### src/rtl/freq_meter.sv
// rtl/freq_meter.sv - gated rising-edge counter reporting sig_in frequency per GATE_CYCLES window
// Optional 2-flop input synchronizer selected by defining FREQ_METER_SYNC_EN.
module freq_meter #(
    parameter int GATE_CYCLES = 100000000,
    parameter int CNT_WIDTH   = 27
) (
    input  logic                 clk_in,
    input  logic                 rst,
    input  logic                 en,
    input  logic                 sig_in,
    output logic [CNT_WIDTH-1:0] freq_out,
    output logic                 valid,
    output logic                 ovf,
    output logic                 busy
);

    localparam int GW = $clog2(GATE_CYCLES);
    localparam logic [GW-1:0]        GATE_LAST = GW'(GATE_CYCLES - 1);
    localparam logic [CNT_WIDTH-1:0] CNT_MAX   = '1;

    typedef enum logic [1:0] {IDLE, ALIGN, GATE, REPORT} state_t;

    state_t                 state_q, state_d;
    logic [GW-1:0]          gate_cnt_q, gate_cnt_d;
    logic [CNT_WIDTH-1:0]   edge_cnt_q, edge_cnt_d;
    logic                   sat_q, sat_d;
    logic [CNT_WIDTH-1:0]   freq_q, freq_d;
    logic                   ovf_q, ovf_d;
    logic                   valid_q, valid_d;
    logic                   busy_q;
    logic                   sig_prev_q;
    logic                   sig_c;
    logic                   sig_edge;
    logic [CNT_WIDTH-1:0]   cnt_next;
    logic                   sat_next;

`ifdef FREQ_METER_SYNC_EN
    logic sync1_q, sync2_q;

    always_ff @(posedge clk_in) begin
        if (rst) begin
            sync1_q <= 1'b0;
            sync2_q <= 1'b0;
        end else begin
            sync1_q <= sig_in;
            sync2_q <= sync1_q;
        end
    end

    assign sig_c = sync2_q;
`else
    assign sig_c = sig_in;
`endif

    assign sig_edge = sig_c & ~sig_prev_q;

    // Saturating increment; the flag records that an edge was lost at full scale.
    always_comb begin
        cnt_next = edge_cnt_q;
        sat_next = sat_q;
        if (sig_edge) begin
            if (edge_cnt_q == CNT_MAX) begin
                sat_next = 1'b1;
            end else begin
                cnt_next = edge_cnt_q + 1'b1;
            end
        end
    end

    always_comb begin
        state_d    = state_q;
        gate_cnt_d = gate_cnt_q;
        edge_cnt_d = edge_cnt_q;
        sat_d      = sat_q;
        freq_d     = freq_q;
        ovf_d      = ovf_q;
        valid_d    = 1'b0;
        case (state_q)
            IDLE: begin
                if (en) begin
                    state_d = ALIGN;
                end
            end
            ALIGN: begin
                if (!en) begin
                    state_d    = IDLE;
                    gate_cnt_d = '0;
                end else if (sig_edge) begin
                    state_d    = GATE;
                    gate_cnt_d = '0;
                end else if (gate_cnt_q == GATE_LAST) begin
                    state_d    = REPORT;
                    gate_cnt_d = '0;
                    freq_d     = '0;
                    ovf_d      = 1'b0;
                    valid_d    = 1'b1;
                end else begin
                    gate_cnt_d = gate_cnt_q + 1'b1;
                end
            end
            GATE: begin
                if (!en) begin
                    state_d    = IDLE;
                    gate_cnt_d = '0;
                    edge_cnt_d = '0;
                    sat_d      = 1'b0;
                end else if (gate_cnt_q == GATE_LAST) begin
                    // Latch including an edge on the final gate cycle, then clear for the next gate.
                    state_d    = REPORT;
                    freq_d     = cnt_next;
                    ovf_d      = sat_next;
                    valid_d    = 1'b1;
                    gate_cnt_d = '0;
                    edge_cnt_d = '0;
                    sat_d      = 1'b0;
                end else begin
                    gate_cnt_d = gate_cnt_q + 1'b1;
                    edge_cnt_d = cnt_next;
                    sat_d      = sat_next;
                end
            end
            REPORT: begin
                state_d = en ? GATE : IDLE;
            end
            default: begin
                state_d = IDLE;
            end
        endcase
    end

    always_ff @(posedge clk_in) begin
        if (rst) begin
            state_q    <= IDLE;
            gate_cnt_q <= '0;
            edge_cnt_q <= '0;
            sat_q      <= 1'b0;
            freq_q     <= '0;
            ovf_q      <= 1'b0;
            valid_q    <= 1'b0;
            busy_q     <= 1'b0;
            sig_prev_q <= 1'b0;
        end else begin
            state_q    <= state_d;
            gate_cnt_q <= gate_cnt_d;
            edge_cnt_q <= edge_cnt_d;
            sat_q      <= sat_d;
            freq_q     <= freq_d;
            ovf_q      <= ovf_d;
            valid_q    <= valid_d;
            busy_q     <= (state_d != IDLE);
            sig_prev_q <= sig_c;
        end
    end

    assign freq_out = freq_q;
    assign valid    = valid_q;
    assign ovf      = ovf_q;
    assign busy     = busy_q;

endmodule

### config.mk
export PLATFORM = sky130hd
export DESIGN_NAME = freq_meter
export DESIGN_NICKNAME = d
export VERILOG_FILES = /design/src/rtl/freq_meter.sv
export SDC_FILE = /design/constraint.sdc
export NUM_CORES = 1
export LEC_CHECK = 0
export ABC_AREA = 1
export CAP_MARGIN = 20
export CORE_MARGIN = 2
export CORE_UTILIZATION = 46
export DETAILED_ROUTE_END_ITERATION = 10
export PLACE_DENSITY = 0.71
export REMOVE_ABC_BUFFERS = 1
export SLEW_MARGIN = 10
export SYNTH_ARGS = -nofsm -noshare
export SYNTH_HDL_FRONTEND = slang
export SYNTH_SLANG_ARGS = --single-unit
### constraint.sdc
create_clock -name clk_in -period 2 [get_ports clk_in]
set_input_delay 0.3 -clock clk_in [delete_from_list [all_inputs] [get_ports clk_in]]
set_output_delay 0.3 -clock clk_in [all_outputs]
set_load 0.01 [all_outputs]
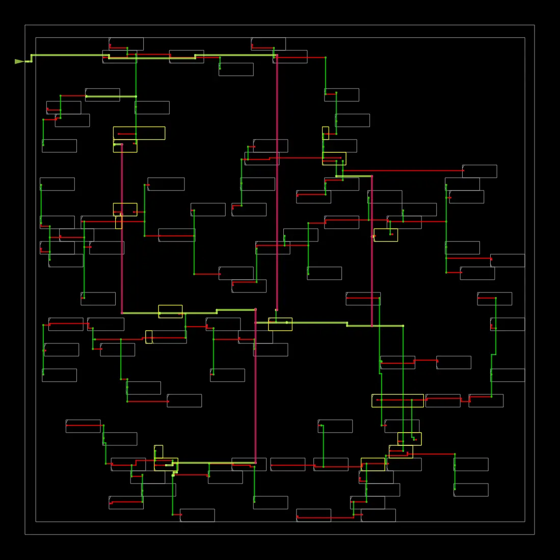
*Clock nets, run 1*
latest clock arrival within the worst-skew pair: 0.37 ns
clock skew: 0.00624 ns

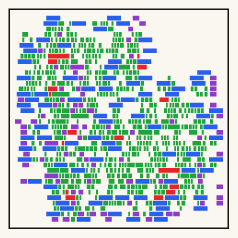
*Placement by cell class, run 1*
(2 px per um)
Key: blue = registers [cells 88]; green = remaining logic cells [cells 623]; red = clock drivers and dummy loads [cells 16]; purple = remaining buffers and delay cells [cells 79]
standard-cell row count: 38
fraction of area in registers: 29.2%
final core utilization: 56.0%
area of the placeable core: 0.0108 sq mm

==> notes.md, run 1 <==
Latest figures from synthesis and place and route.

The worst path required time is around 2.3 ns. The synthesized chip area reported by yosys is 0.00505 sq mm. The final hold violation count recorded for this run is 0.

The final max-slew violation count is 0. The total of endpoints with negative setup slack in the final report is 0. The critical path arrival is 2.17 ns. The run finished with clean final reports.

The worst setup path is captured at a register. The critical path in this run is classified as register to register. The synthesized design contains slightly below 90 register bits. Global routing used 23.4% of the available tracks across all layers. For this run, the detailed router's first-pass iteration total came to 5. The number of distinct library cells after synthesis is 45.

The first-iteration detailed-routing DRC count is around 370. Looking at the max-slew report, the worst-margin pin has a slew of 0.468 ns. The clock root buffer is clkbuf_8. The count of flip-flops with a built-in enable after synthesis is 0. The CTS tree is yes.

After global routing the overflow that remains totals 0. The maximum number of pins on one net before global-route repair is 38. The min-delay analysis places its worst path in the category register to register. After synthesis, the design contains about 750 cells according to Yosys. The final timing report derives a shortest allowable period of between 1.5 and 2 ns.

Per the post-run analysis, buffers plus inverters along the critical path come to 2. The global routing usage on met1 is 31.5%. The core utilization at floorplan is approximately 47%. After detailed routing, the total wire length is 13.1 mm. The total design power is ~3.4 mW. Of all flip-flops after synthesis, the portion carrying an async set or reset was 0%.

The highest metal layer with signal wires is met4. Along the worst path, the maximum fanout reaches 14. In the detailed route, the total length drawn on met2 is around 6.1 mm. In the finished design, the share of the clock period the worst path needs comes to 96.0%.

The maximum number of buffers from clock root to sink is 2. For this block, wires on met1 add up to between 6 and 7 mm. Once detail routing completed, the nets flagged for antenna violations numbered 0. The finished layout cell area is 0.00604 sq mm. The DRC violation total left in the routed layout is recorded as 0. The cell family with the largest share of critical-path delay is simple AND/OR/NAND/NOR gates.

The sequential element share of the synthesized area is 34.9%. The peak supply drop is about 0.00033 V. The average size of a mapped cell is approximately 6.8 sq um.

Per STA, the worst path is made up of ha_1 > inv_1 > nor2_4 > nand2_4 > nor2_8 > nand3_4 > buf_4 > a21o_1 > nand4_1 > a21oi_1. The H-tree was split into 3 levels. The final layout contains 811 nets.
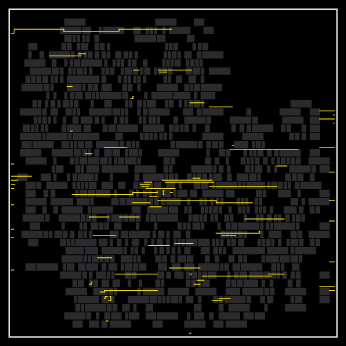
*The metal 3 layer, run 1*
(3 px per um) Cells faint in the background.
The longest straight run is 23.0 um. The layer holds 3.7% of the routed length. The layer carries 487 um of wire. The wires run mostly horizontal.

## run 1: worst register-to-register path: stages, from the launching register on
cell and delay (ns):
dfxtp_1 0.36, ha_1 0.22, inv_1 0.09, nor2_4 0.17
nand2_4 0.11, nor2_8 0.17, nand3_4 0.20, buf_4 0.21
a21o_1 0.16, nand4_1 0.07, a21oi_1 0.06
## run 1: path summary, 6_finish.rpt
check | from | to | slack, ns | depth (start not counted)
min | sat_q | sat_q | 0.47 | 2
min reg2reg | sat_q | sat_q | 0.47 | 2
max reg2reg | edge_cnt_q[0] | edge_cnt_q[10] | 0.08 | 10
max | edge_cnt_q[0] | edge_cnt_q[10] | 0.08 | 10
## run 1: Yosys cell counts (4+ instances only)
library cell,count,share of area [%]
nor2_1,83,6.2
dfxtp_1,88,35
nor2_2,6,0.74
nor3_1,22,2.2
o211ai_1,12,1.8
xnor2_1,5,0.87
buf_2,12,1.2
nand4_2,4,0.99
nand2_1,157,12
nand4_1,28,3.5
nor3b_1,4,0.59
o21ai_0,8,0.79
nand3_1,75,7.4
clkbuf_1,14,1.0
o21ai_1,18,1.8
inv_1,71,5.3
nand2_2,5,0.62
or2_2,6,0.74
ha_1,6,1.5
xor2_1,12,2.1
a21oi_1,66,6.5
## run 1: power breakdown
part / internal [mW] / switching, mW / total (mW)
logic: 0.103 / 0.172 / 0.276
registers: 1.76 / 0.00777 / 1.77
clock network: 0.738 / 0.633 / 1.37
total: 2.60 / 0.813 / 3.41
## run 1: per-stage QoR
step	hold slack (ns)	setup slack (ns)	cells
floorplan	0.369	-0.636	711
global placement	0.451	0.00647	922
detailed placement	0.453	-0.0353	922
CTS	0.467	0.0234	938
global route	0.481	-0.0260	946
finish	0.472	0.0799	946
## run 1: cell type report
class	instances	area, sq um
fill	1016	4750
inverter	73	277
multi-input combinational	550	2890
clock inverter	3	65.1
clock buffer	13	149
sequential	88	1770
tap	140	175
timing repair buffer	79	721
## run 1: cells by family after synthesis
family	Yosys count	synth area share [%]
xor gates and xnor gates	17	2.95
DFF	88	34.9
and+or+nand+nor	408	38.5
buffers and inverters	108	9.02
adders and majority gates	6	1.49
AOI/OAI and AO/OA	119	13.2
## run 1: what timing repair did
action | CTS | global route
setup endpoints to repair | 0 | 35
gates resized | 0 | 15
setup buffers | 0 | 8
## run 1: placed cells by master, fill, tap and decap left out, types with 4 or more instances in the layout
cell type        count
a21oi_1             66
buf_4               41
clkbuf_8            10
clkdlybuf4s50_1     33
dfxtp_1             85
inv_1               71
nand2_1            156
nand2_2              6
nand3_1             73
nand3_2              4
nand4_1             28
nand4_2              4
nor2_1              82
nor2_2               6
nor2_4               4
nor3_1              22
nor3b_1              4
o211ai_1            12
o21ai_0              8
o21ai_1             18
or2_2                6
xnor2_1              5
xor2_1              12
## run 1: sequential cells by signal, summed over array words and instances, names as in the netlist
signal      cells
ovf             1
valid           1
sig_prev_q      1
freq_out       27
busy            1
gate_cnt_q     27
state_q         2
edge_cnt_q     27
sat_q           1
### Nets reached from selected ports, run 1

(4 px per um)
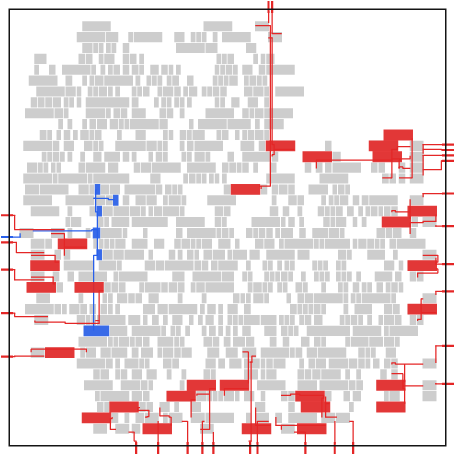

## Run 2: what changed since run 1
--- a/config.mk
+++ b/config.mk
@@ -5,7 +5,6 @@
 export SDC_FILE = /design/constraint.sdc
 export NUM_CORES = 1
 export LEC_CHECK = 0
-export ABC_AREA = 1
 export CAP_MARGIN = 20
 export CORE_MARGIN = 2
 export CORE_UTILIZATION = 46
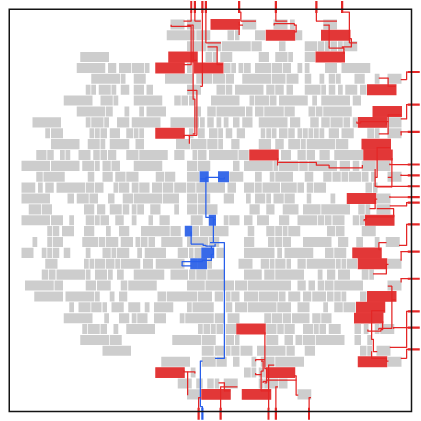
*Nets reached from selected ports, run 2*
(4 px per um)
Key: red = freq_out [bits 27, direction output, end cells 27, wire 492 um]; blue = en [bits 1, direction input, end cells 7, wire 98.6 um]

==> run 2 against run 1 <==
Net effect: power fell by 6.6%; global-route usage fell by 1.6 points; critical path type unchanged; first-iteration DRC count fell by 50%; largest cell class unchanged; worst hold slack got worse by 0.028 ns; synthesized cell count fell by 31%; clock skew rose by 0.0096 ns; setup slack got worse by 0.014 ns; critical path depth fell by 3; register-to-register slack barely moved; wire length fell by 20%.
==> notes.md, run 2 <==
Latest figures from synthesis and place and route.

The flow ran to the end, and the final reports show no timing, DRC or antenna violations. The area fraction in full adders, half adders and majority gates is 1.76%. The multiplexer fraction of the synthesized cell area is 0.471%. No sink is reached through more buffers than the 2 on the longest clock path. The total global routing track utilization is 21.8%. In this run the biggest area consumer among cell types represents 41.4% of the synthesized area. The root buffer cell chosen for the clock tree is clkbuf_8. The final max-slew violation count is 0. The fraction of registers with async set/reset is 0%. The core utilization of the finished layout is about three fifths.

Hold is met by 0.444 ns. In the setup report, the worst path falls into the class register to register. The non-filler instance count after layout is between 700 and 800.

The most frequent cell after synthesis is dfxtp_1. The CTS tree is yes. The finished layout cell area is 0.00538 sq mm. The worst setup skew after layout is about 0.016 ns. After synthesis, the chip area reported by Yosys is between 0.004 and 0.005 sq mm. The total design power is 3.19 mW. Per the Yosys statistics, synthesis produced 518 cells. The net total in the final layout is 608. The report lists the number of standard-cell rows as 35.

For the worst setup path, the data arrival time is 2.24 ns. Walking the worst path, the cells encountered are nand4_2 > or3_4 > a211oi_2 > buf_4 > nand3_1 > xor2_1 > o21ai_0. The number of distinct library cells after synthesis is 59. According to the timing report, the data required time at the worst endpoint equals 2.30 ns.

The count of antenna-violating nets left after detailed routing is 0. Once synthesis finished, the tally of register bits stood at 88. The endpoint kind of the worst setup timing path is a register. The synthesized design contains 0 enable-type register cells. The core utilization at floorplan is 46.7%.
-- run 2: netlist changes by cell type after synthesis, moves of 15 or more --
cell / previous run / this run
o21ai_0: 8 / 30
a31oi_1: 3 / 18
nand3_1: 75 / 17
nor2_1: 83 / 45
xnor2_1: 5 / 22
inv_1: 71 / 11
a21oi_1: 66 / 27
nand2_1: 157 / 74
-- run 2: cell families (layout without fill, tap and decap cells) --
logic type | after synthesis | count (layout)
compound gates | 118 | 118
xor+xnor | 43 | 43
fa+ha+maj | 6 | 6
buf+inv | 36 | 121
flops | 88 | 88
mux | 2 | 2
simple gates | 225 | 225
-- run 2: worst max-delay path: cells and delay by family, from the launching register on --
| family | cells | cell delay (ns) |
|---|---|---|
| AND/OR/NAND/NOR | 3 | 0.72 |
| flip-flops | 1 | 0.39 |
| AND-OR/OR-AND | 2 | 0.38 |
| buffers and inverters | 1 | 0.22 |
| XOR/XNOR | 1 | 0.16 |
-- run 2: path summary, 6_finish.rpt --
| kind | startpoint | to | slack (ns) | depth (start not counted) |
|---|---|---|---|---|
| setup / recovery | edge_cnt_q[6] | freq_out[15] | 0.07 | 7 |
| hold / removal | freq_out[8] | freq_out[8] | 0.44 | 2 |
| setup reg to reg | edge_cnt_q[6] | freq_out[15] | 0.07 | 7 |
| hold reg to reg | freq_out[8] | freq_out[8] | 0.44 | 2 |
-- run 2: final cells by class --
cell class,instances,area [sq um]
clock buffers,9,124
repair buffers,94,831
inverters,11,41.3
multi-input cells,394,2400
well taps,111,139
flip-flops and latches,88,1760
clock inverters,7,77.6
fillers,806,3730
-- run 2: power by group --
group	total, mW	internal [mW]	leakage (nW)	switching [mW]
registers	1.76	1.76	0.710	0.00444
clock network	1.26	0.591	0.101	0.674
logic	0.164	0.0668	1.06	0.0976
total	3.19	2.41	1.87	0.776
-- run 2: metal layers --
layer | wire length (um) | vias up | share of wire (%) | GRT usage (%)
met1 | 4440 | 1866 | 42 | 24.6
li1 | - | 1995 | - | -
met5 | 0 | - | 0 | 0
met3 | 452 | 32 | 4.3 | 3.69
met2 | 5270 | 109 | 50 | 39.0
met4 | 323 | 0 | 3.1 | 12.0
-- run 2: what timing repair did --
action / 4_1_cts / 5_1_grt
setup endpoints to repair: 36 / 78
setup buffers: 0 / 1
pin swaps: 0 / 3
cloned: 0 / 1
resized: 3 / 24
Power is estimated from default activity; no workload was simulated.
